===== src/rtl/move_ctrl_pkg.sv =====
// Shared types for the move-check initiator: move codes, FSM states, active-block record.
package move_ctrl_pkg;

  localparam int unsigned COL_W    = 4;
  localparam int unsigned ROW_W    = 5;
  localparam int unsigned COLORS_W = 3;

  typedef enum logic [2:0] {
    MOVE_LEFT   = 3'd0,
    MOVE_RIGHT  = 3'd1,
    MOVE_DOWN   = 3'd2,
    MOVE_ROTATE = 3'd3,
    MOVE_APPEAR = 3'd4
  } move_t;

  typedef enum logic [2:0] {
    StIdle,
    StLoad,
    StRun,
    StWait,
    StApply
  } state_e;

  typedef struct packed {
    logic [63:0]         data;
    logic [COLORS_W-1:0] color;
    logic [1:0]          rotation;
    logic [COL_W:0]      x;
    logic [ROW_W:0]      y;
  } block_t;

  // Player may only issue the four in-field moves; APPEAR and 5..7 are not user codes.
  function automatic logic is_user_move(logic [2:0] m);
    return m <= 3'(MOVE_ROTATE);
  endfunction

endpackage


===== src/rtl/move_ctrl_if.sv =====
// Run/done handshake between the move initiator and the move checker.
interface move_ctrl_if;
  import move_ctrl_pkg::*;

  logic       run;
  move_t      move;
  logic       done;
  logic       can;
  logic [1:0] dx;
  logic [1:0] dy;

  modport master (output run, move, input done, can, dx, dy);
  modport slave  (input run, move, output done, can, dx, dy);
endinterface


===== src/rtl/move_ctrl_arb.sv =====
// Fixed-priority request select (appear > tick > user) with a one-deep pending gravity tick.
module move_ctrl_arb
  import move_ctrl_pkg::*;
(
  input  logic       clk_i,
  input  logic       rst_n_i,
  input  logic       idle_i,
  input  logic       active_i,
  input  logic       game_over_i,
  input  logic       restart_i,
  input  logic       appear_req_i,
  input  logic       drop_tick_i,
  input  logic       user_valid_i,
  input  logic [2:0] user_move_i,
  output logic       sel_valid_o,
  output move_t      sel_move_o,
  output logic       user_ready_o
);

  logic pend_q, pend_d;
  logic active_prev_q;
  logic appear_ok, tick_ok, user_ok, take_tick;

  assign appear_ok    = appear_req_i & ~active_i & ~game_over_i;
  assign tick_ok      = active_i & (pend_q | drop_tick_i);
  assign user_ready_o = idle_i & active_i & ~pend_q & ~drop_tick_i;
  assign user_ok      = user_ready_o & user_valid_i & is_user_move(user_move_i);

  always_comb begin
    sel_valid_o = 1'b0;
    sel_move_o  = MOVE_LEFT;
    take_tick   = 1'b0;
    if (idle_i) begin
      if (appear_ok) begin
        sel_valid_o = 1'b1;
        sel_move_o  = MOVE_APPEAR;
      end else if (tick_ok) begin
        sel_valid_o = 1'b1;
        sel_move_o  = MOVE_DOWN;
        take_tick   = 1'b1;
      end else if (user_ok) begin
        sel_valid_o = 1'b1;
        sel_move_o  = move_t'(user_move_i);
      end
    end
  end

  // A tick taken in the same cycle as a fresh one absorbs both; extra ticks are dropped.
  always_comb begin
    pend_d = pend_q;
    if (drop_tick_i) pend_d = 1'b1;
    if (take_tick) pend_d = 1'b0;
    if ((active_prev_q & ~active_i) | (idle_i & restart_i)) pend_d = 1'b0;
  end

  always_ff @(posedge clk_i or negedge rst_n_i) begin
    if (!rst_n_i) begin
      pend_q        <= 1'b0;
      active_prev_q <= 1'b0;
    end else begin
      pend_q        <= pend_d;
      active_prev_q <= active_i;
    end
  end

endmodule


===== src/rtl/move_ctrl.sv =====
// Move-check initiator: issues one check per arbitrated request and commits the verdict
// into the active block state.
module move_ctrl
  import move_ctrl_pkg::*;
#(
  parameter int SPAWN_X     = 3,
  parameter int SPAWN_Y     = 0,
  parameter int TIMEOUT_CYC = 32
) (
  input  logic                clk_i,
  input  logic                rst_n_i,
  input  logic                appear_req_i,
  input  logic [63:0]         new_data_i,
  input  logic [COLORS_W-1:0] new_color_i,
  output logic                appear_ack_o,
  input  logic                drop_tick_i,
  input  logic                user_valid_i,
  input  logic [2:0]          user_move_i,
  output logic                user_ready_o,
  move_ctrl_if.master         chk_if,
  output logic [63:0]         block_data_o,
  output logic [COLORS_W-1:0] block_color_o,
  output logic [1:0]          block_rot_o,
  output logic [COL_W:0]      block_x_o,
  output logic [ROW_W:0]      block_y_o,
  output logic                active_o,
  output logic                landed_o,
  output logic                reject_o,
  output logic                game_over_o,
  input  logic                restart_i,
  output logic                err_timeout_o
);

  localparam int unsigned CntW = $clog2(TIMEOUT_CYC);

  state_e          state_q;
  move_t           move_q;
  block_t          blk_q;
  logic [CntW-1:0] cnt_q;
  logic            ack_q, run_q, active_q, landed_q, reject_q, game_over_q, err_q;
  logic            sel_valid;
  move_t           sel_move;

  move_ctrl_arb u_arb (
    .clk_i        (clk_i),
    .rst_n_i      (rst_n_i),
    .idle_i       (state_q == StIdle),
    .active_i     (active_q),
    .game_over_i  (game_over_q),
    .restart_i    (restart_i),
    .appear_req_i (appear_req_i),
    .drop_tick_i  (drop_tick_i),
    .user_valid_i (user_valid_i),
    .user_move_i  (user_move_i),
    .sel_valid_o  (sel_valid),
    .sel_move_o   (sel_move),
    .user_ready_o (user_ready_o)
  );

  always_ff @(posedge clk_i or negedge rst_n_i) begin
    if (!rst_n_i) begin
      state_q     <= StIdle;
      move_q      <= MOVE_LEFT;
      blk_q       <= '0;
      cnt_q       <= '0;
      ack_q       <= 1'b0;
      run_q       <= 1'b0;
      active_q    <= 1'b0;
      landed_q    <= 1'b0;
      reject_q    <= 1'b0;
      game_over_q <= 1'b0;
      err_q       <= 1'b0;
    end else begin
      ack_q    <= 1'b0;
      run_q    <= 1'b0;
      landed_q <= 1'b0;
      reject_q <= 1'b0;
      unique case (state_q)
        StIdle: begin
          if (restart_i) game_over_q <= 1'b0;
          if (sel_valid) begin
            move_q  <= sel_move;
            ack_q   <= (sel_move == MOVE_APPEAR);
            run_q   <= (sel_move != MOVE_APPEAR);
            state_q <= (sel_move == MOVE_APPEAR) ? StLoad : StRun;
          end
        end
        StLoad: begin
          blk_q.data     <= new_data_i;
          blk_q.color    <= new_color_i;
          blk_q.rotation <= 2'd0;
          blk_q.x        <= (COL_W+1)'(SPAWN_X);
          blk_q.y        <= (ROW_W+1)'(SPAWN_Y);
          run_q          <= 1'b1;
          state_q        <= StRun;
        end
        StRun: begin
          cnt_q   <= '0;
          state_q <= StWait;
        end
        StWait: begin
          // Verdict is committed here so the new state is visible during APPLY.
          if (chk_if.done) begin
            state_q <= StApply;
            if (chk_if.can) begin
              blk_q.x <= blk_q.x + {{(COL_W-1){chk_if.dx[1]}}, chk_if.dx};
              blk_q.y <= blk_q.y + {{(ROW_W-1){chk_if.dy[1]}}, chk_if.dy};
              if (move_q == MOVE_ROTATE) blk_q.rotation <= blk_q.rotation + 2'd1;
              if (move_q == MOVE_APPEAR) active_q <= 1'b1;
            end else begin
              unique case (move_q)
                MOVE_DOWN: begin
                  landed_q <= 1'b1;
                  active_q <= 1'b0;
                end
                MOVE_APPEAR: begin
                  game_over_q <= 1'b1;
                  active_q    <= 1'b0;
                end
                default: reject_q <= 1'b1;
              endcase
            end
          end else if (cnt_q == CntW'(TIMEOUT_CYC - 1)) begin
            err_q   <= 1'b1;
            state_q <= StIdle;
          end else begin
            cnt_q <= cnt_q + CntW'(1);
          end
        end
        StApply: state_q <= StIdle;
        default: state_q <= StIdle;
      endcase
    end
  end

  assign chk_if.run    = run_q;
  assign chk_if.move   = move_q;
  assign appear_ack_o  = ack_q;
  assign block_data_o  = blk_q.data;
  assign block_color_o = blk_q.color;
  assign block_rot_o   = blk_q.rotation;
  assign block_x_o     = blk_q.x;
  assign block_y_o     = blk_q.y;
  assign active_o      = active_q;
  assign landed_o      = landed_q;
  assign reject_o      = reject_q;
  assign game_over_o   = game_over_q;
  assign err_timeout_o = err_q;

endmodule


===== src/flat_wrapper.sv =====
// flat-port wrapper written by rule: the top's interface ports become plain ports
module move_ctrl_flat import move_ctrl_pkg::*;
#(
  parameter int SPAWN_X     = 3,
  parameter int SPAWN_Y     = 0,
  parameter int TIMEOUT_CYC = 32
)
  (clk_i, rst_n_i, appear_req_i, new_data_i, new_color_i, appear_ack_o, drop_tick_i, user_valid_i, user_move_i, user_ready_o, block_data_o, block_color_o, block_rot_o, block_x_o, block_y_o, active_o, landed_o, reject_o, game_over_o, restart_i, err_timeout_o, chk_if_run, chk_if_move, chk_if_done, chk_if_can, chk_if_dx, chk_if_dy);
  move_ctrl_if chk_if_i ();
  input  logic clk_i;
  input  logic rst_n_i;
  input  logic appear_req_i;
  input  logic [63:0] new_data_i;
  input  logic [COLORS_W-1:0] new_color_i;
  output logic appear_ack_o;
  input  logic drop_tick_i;
  input  logic user_valid_i;
  input  logic [2:0] user_move_i;
  output logic user_ready_o;
  output logic [63:0] block_data_o;
  output logic [COLORS_W-1:0] block_color_o;
  output logic [1:0] block_rot_o;
  output logic [COL_W:0] block_x_o;
  output logic [ROW_W:0] block_y_o;
  output logic active_o;
  output logic landed_o;
  output logic reject_o;
  output logic game_over_o;
  input  logic restart_i;
  output logic err_timeout_o;
  output wire logic [$bits(chk_if_i.run)-1:0] chk_if_run;
  output wire logic [$bits(chk_if_i.move)-1:0] chk_if_move;
  input wire logic [$bits(chk_if_i.done)-1:0] chk_if_done;
  input wire logic [$bits(chk_if_i.can)-1:0] chk_if_can;
  input wire logic [$bits(chk_if_i.dx)-1:0] chk_if_dx;
  input wire logic [$bits(chk_if_i.dy)-1:0] chk_if_dy;
  assign chk_if_run = chk_if_i.run;
  assign chk_if_move = chk_if_i.move;
  assign chk_if_i.done = chk_if_done;
  assign chk_if_i.can = chk_if_can;
  assign chk_if_i.dx = chk_if_dx;
  assign chk_if_i.dy = chk_if_dy;
  move_ctrl #(.SPAWN_X(SPAWN_X), .SPAWN_Y(SPAWN_Y), .TIMEOUT_CYC(TIMEOUT_CYC)) u_core (.clk_i(clk_i), .rst_n_i(rst_n_i), .appear_req_i(appear_req_i), .new_data_i(new_data_i), .new_color_i(new_color_i), .appear_ack_o(appear_ack_o), .drop_tick_i(drop_tick_i), .user_valid_i(user_valid_i), .user_move_i(user_move_i), .user_ready_o(user_ready_o), .chk_if(chk_if_i), .block_data_o(block_data_o), .block_color_o(block_color_o), .block_rot_o(block_rot_o), .block_x_o(block_x_o), .block_y_o(block_y_o), .active_o(active_o), .landed_o(landed_o), .reject_o(reject_o), .game_over_o(game_over_o), .restart_i(restart_i), .err_timeout_o(err_timeout_o));
endmodule

===== config.mk =====
export PLATFORM = sky130hd
export DESIGN_NAME = move_ctrl_flat
export DESIGN_NICKNAME = d
export VERILOG_FILES = /design/src/rtl/move_ctrl_pkg.sv /design/src/rtl/move_ctrl_if.sv /design/src/rtl/move_ctrl_arb.sv /design/src/rtl/move_ctrl.sv /design/src/flat_wrapper.sv
export SDC_FILE = /design/constraint.sdc
export NUM_CORES = 1
export LEC_CHECK = 0
export ABC_AREA = 1
export CAP_MARGIN = 10
export CORE_MARGIN = 8
export CORE_UTILIZATION = 35
export CTS_CLUSTER_DIAMETER = 100
export DETAILED_ROUTE_END_ITERATION = 10
export PLACE_DENSITY = 0.73
export SETUP_SLACK_MARGIN = 0.4
export SYNTH_ARGS = -nofsm -noshare
export SYNTH_HDL_FRONTEND = slang
export SYNTH_HIERARCHICAL = 1
export SYNTH_SLANG_ARGS = --single-unit
export TNS_END_PERCENT = 30

===== constraint.sdc =====
create_clock -name clk_i -period 2.45 [get_ports clk_i]
set_input_delay 0.245 -clock clk_i [delete_from_list [all_inputs] [get_ports clk_i]]
set_output_delay 0.245 -clock clk_i [all_outputs]
set_load 0.03 [all_outputs]

**Metal 1**

Bar = 50 um. Supply wires on this layer in grey.
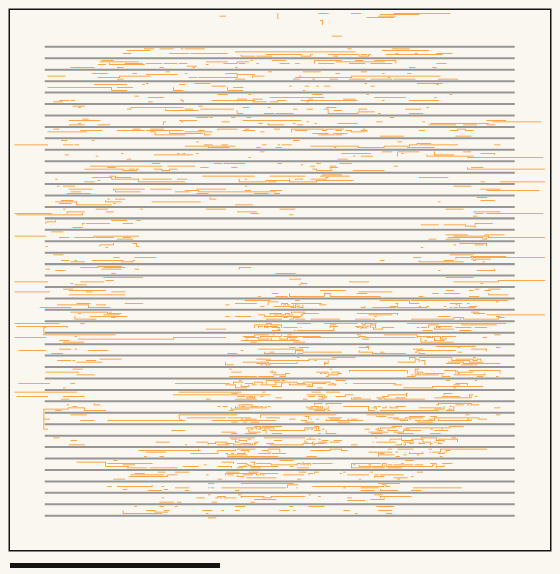
The layer carries 4220 um of wire. The wires run mostly horizontal. The layer holds 38% of the routed length. The longest straight run is 28.5 um.
vias: 3365
met1 global-route usage: 14.7%

**Metal 2**

Bar = 50 um.
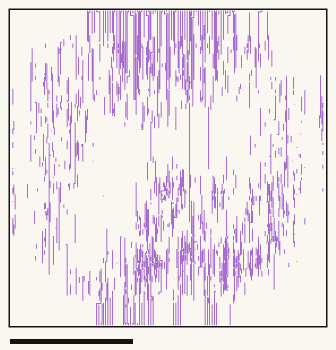
The layer holds 51% of the routed length. The wires run mostly vertical.
GRT met2 Usage: 24.1%
DRT Wirelength: 11200 um

**Metal 3**

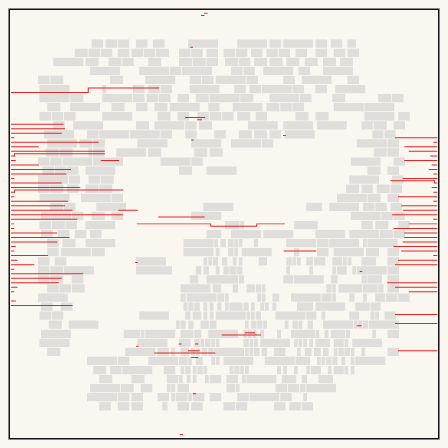
The wires run mostly horizontal. The longest straight run is 33.4 um. 88 nets have wire on it.

==> results.cfg <==
; flow metrics
[finish]
inverters = 32
num-nets-final = 651
n_fill_cell = 1119
comb_area_share_pct = 25.7
buffers = 177
diodes = 0

[global_routing]
grt_max_degree = 53
grt_pass1_vias = 3688
grt-busiest-layer = met2
grt_pass1_wl_um = 18400
use_met3_pct = 5.50

[setup_path]
cp_slowest_stage_delay_ns = 0.44
cp_max_fo = 7
critical_path.cell_chain = nor2_2 > nand2_1 > inv_2 > nand2_1 > inv_2 > nand2_2 > nor2_1 > nor2_1 > nor2_1 > nand2_1 > nand2_1 > o21ai_0
path_buffers = 2

[pwr]
powerSeq_w = 0.00277
finalPower_w = 0.00882
netSwitchingFraction_pct = 39.7
cellPowerDensity_nw_per_um2 = 1340
ir_worst_vdd_mv = 0.723

[drt]
dr_wl_met3_um = 959
drc = 0
viasPerCell = 4.60
drt_iter0_drc = 107
first_pass_iters = 4

[synthesis]
area_leaders = dfrtp_1, mux2_2, nand2_1, ha_1, inv_1
ys_async_sr_fraction_pct = 100
avgSynthCellArea_um2 = 11.8
postSynthSeqShare_pct = 56.5
adder_share_pct = 4.01
syn_inst = 376
syn-num-nets = 471
ys_top_cells_by_count = dfrtp_1, mux2_2, nand2_1

[placement]
gp_congestion = 0.818
dp_cells = 715
dpl.hpwl_um = 8630

[sta]
hold_viol = 0
rsz0062_at_grt = yes
setup_slack_ns = 0.538

[floorplanning]
die_area_um2 = 16500
rows = 41
fp_util_pct = 35.5
die_w_um = 128

[run_status]
outcome = finished, final reports clean

[job]
maxCapViolCount = 0
warning_count = 27

[clock_tree]
clock_sinks = 100
worst paths after layout:
kind / from / to / slack (ns) / cells after the start
max: u_core/state_q[2]$_DFFE_PN0P_ / u_core/chk_if.move[0]$_DFFE_PN0P_ / 0.54 / 12
min: rst_n_i / u_core/block_data_o[57]$_DFFE_PN0P_ / 0.50 / 2
max reg2reg: u_core/state_q[2]$_DFFE_PN0P_ / u_core/chk_if.move[0]$_DFFE_PN0P_ / 0.54 / 12
min reg2reg: u_core/block_data_o[63]$_DFFE_PN0P_ / u_core/block_data_o[63]$_DFFE_PN0P_ / 0.50 / 1
max in group asynchronous: rst_n_i / u_core/state_q[2]$_DFFE_PN0P_ / 1.24 / 3
min in group clk_i: u_core/block_data_o[63]$_DFFE_PN0P_ / u_core/block_data_o[63]$_DFFE_PN0P_ / 0.50 / 1
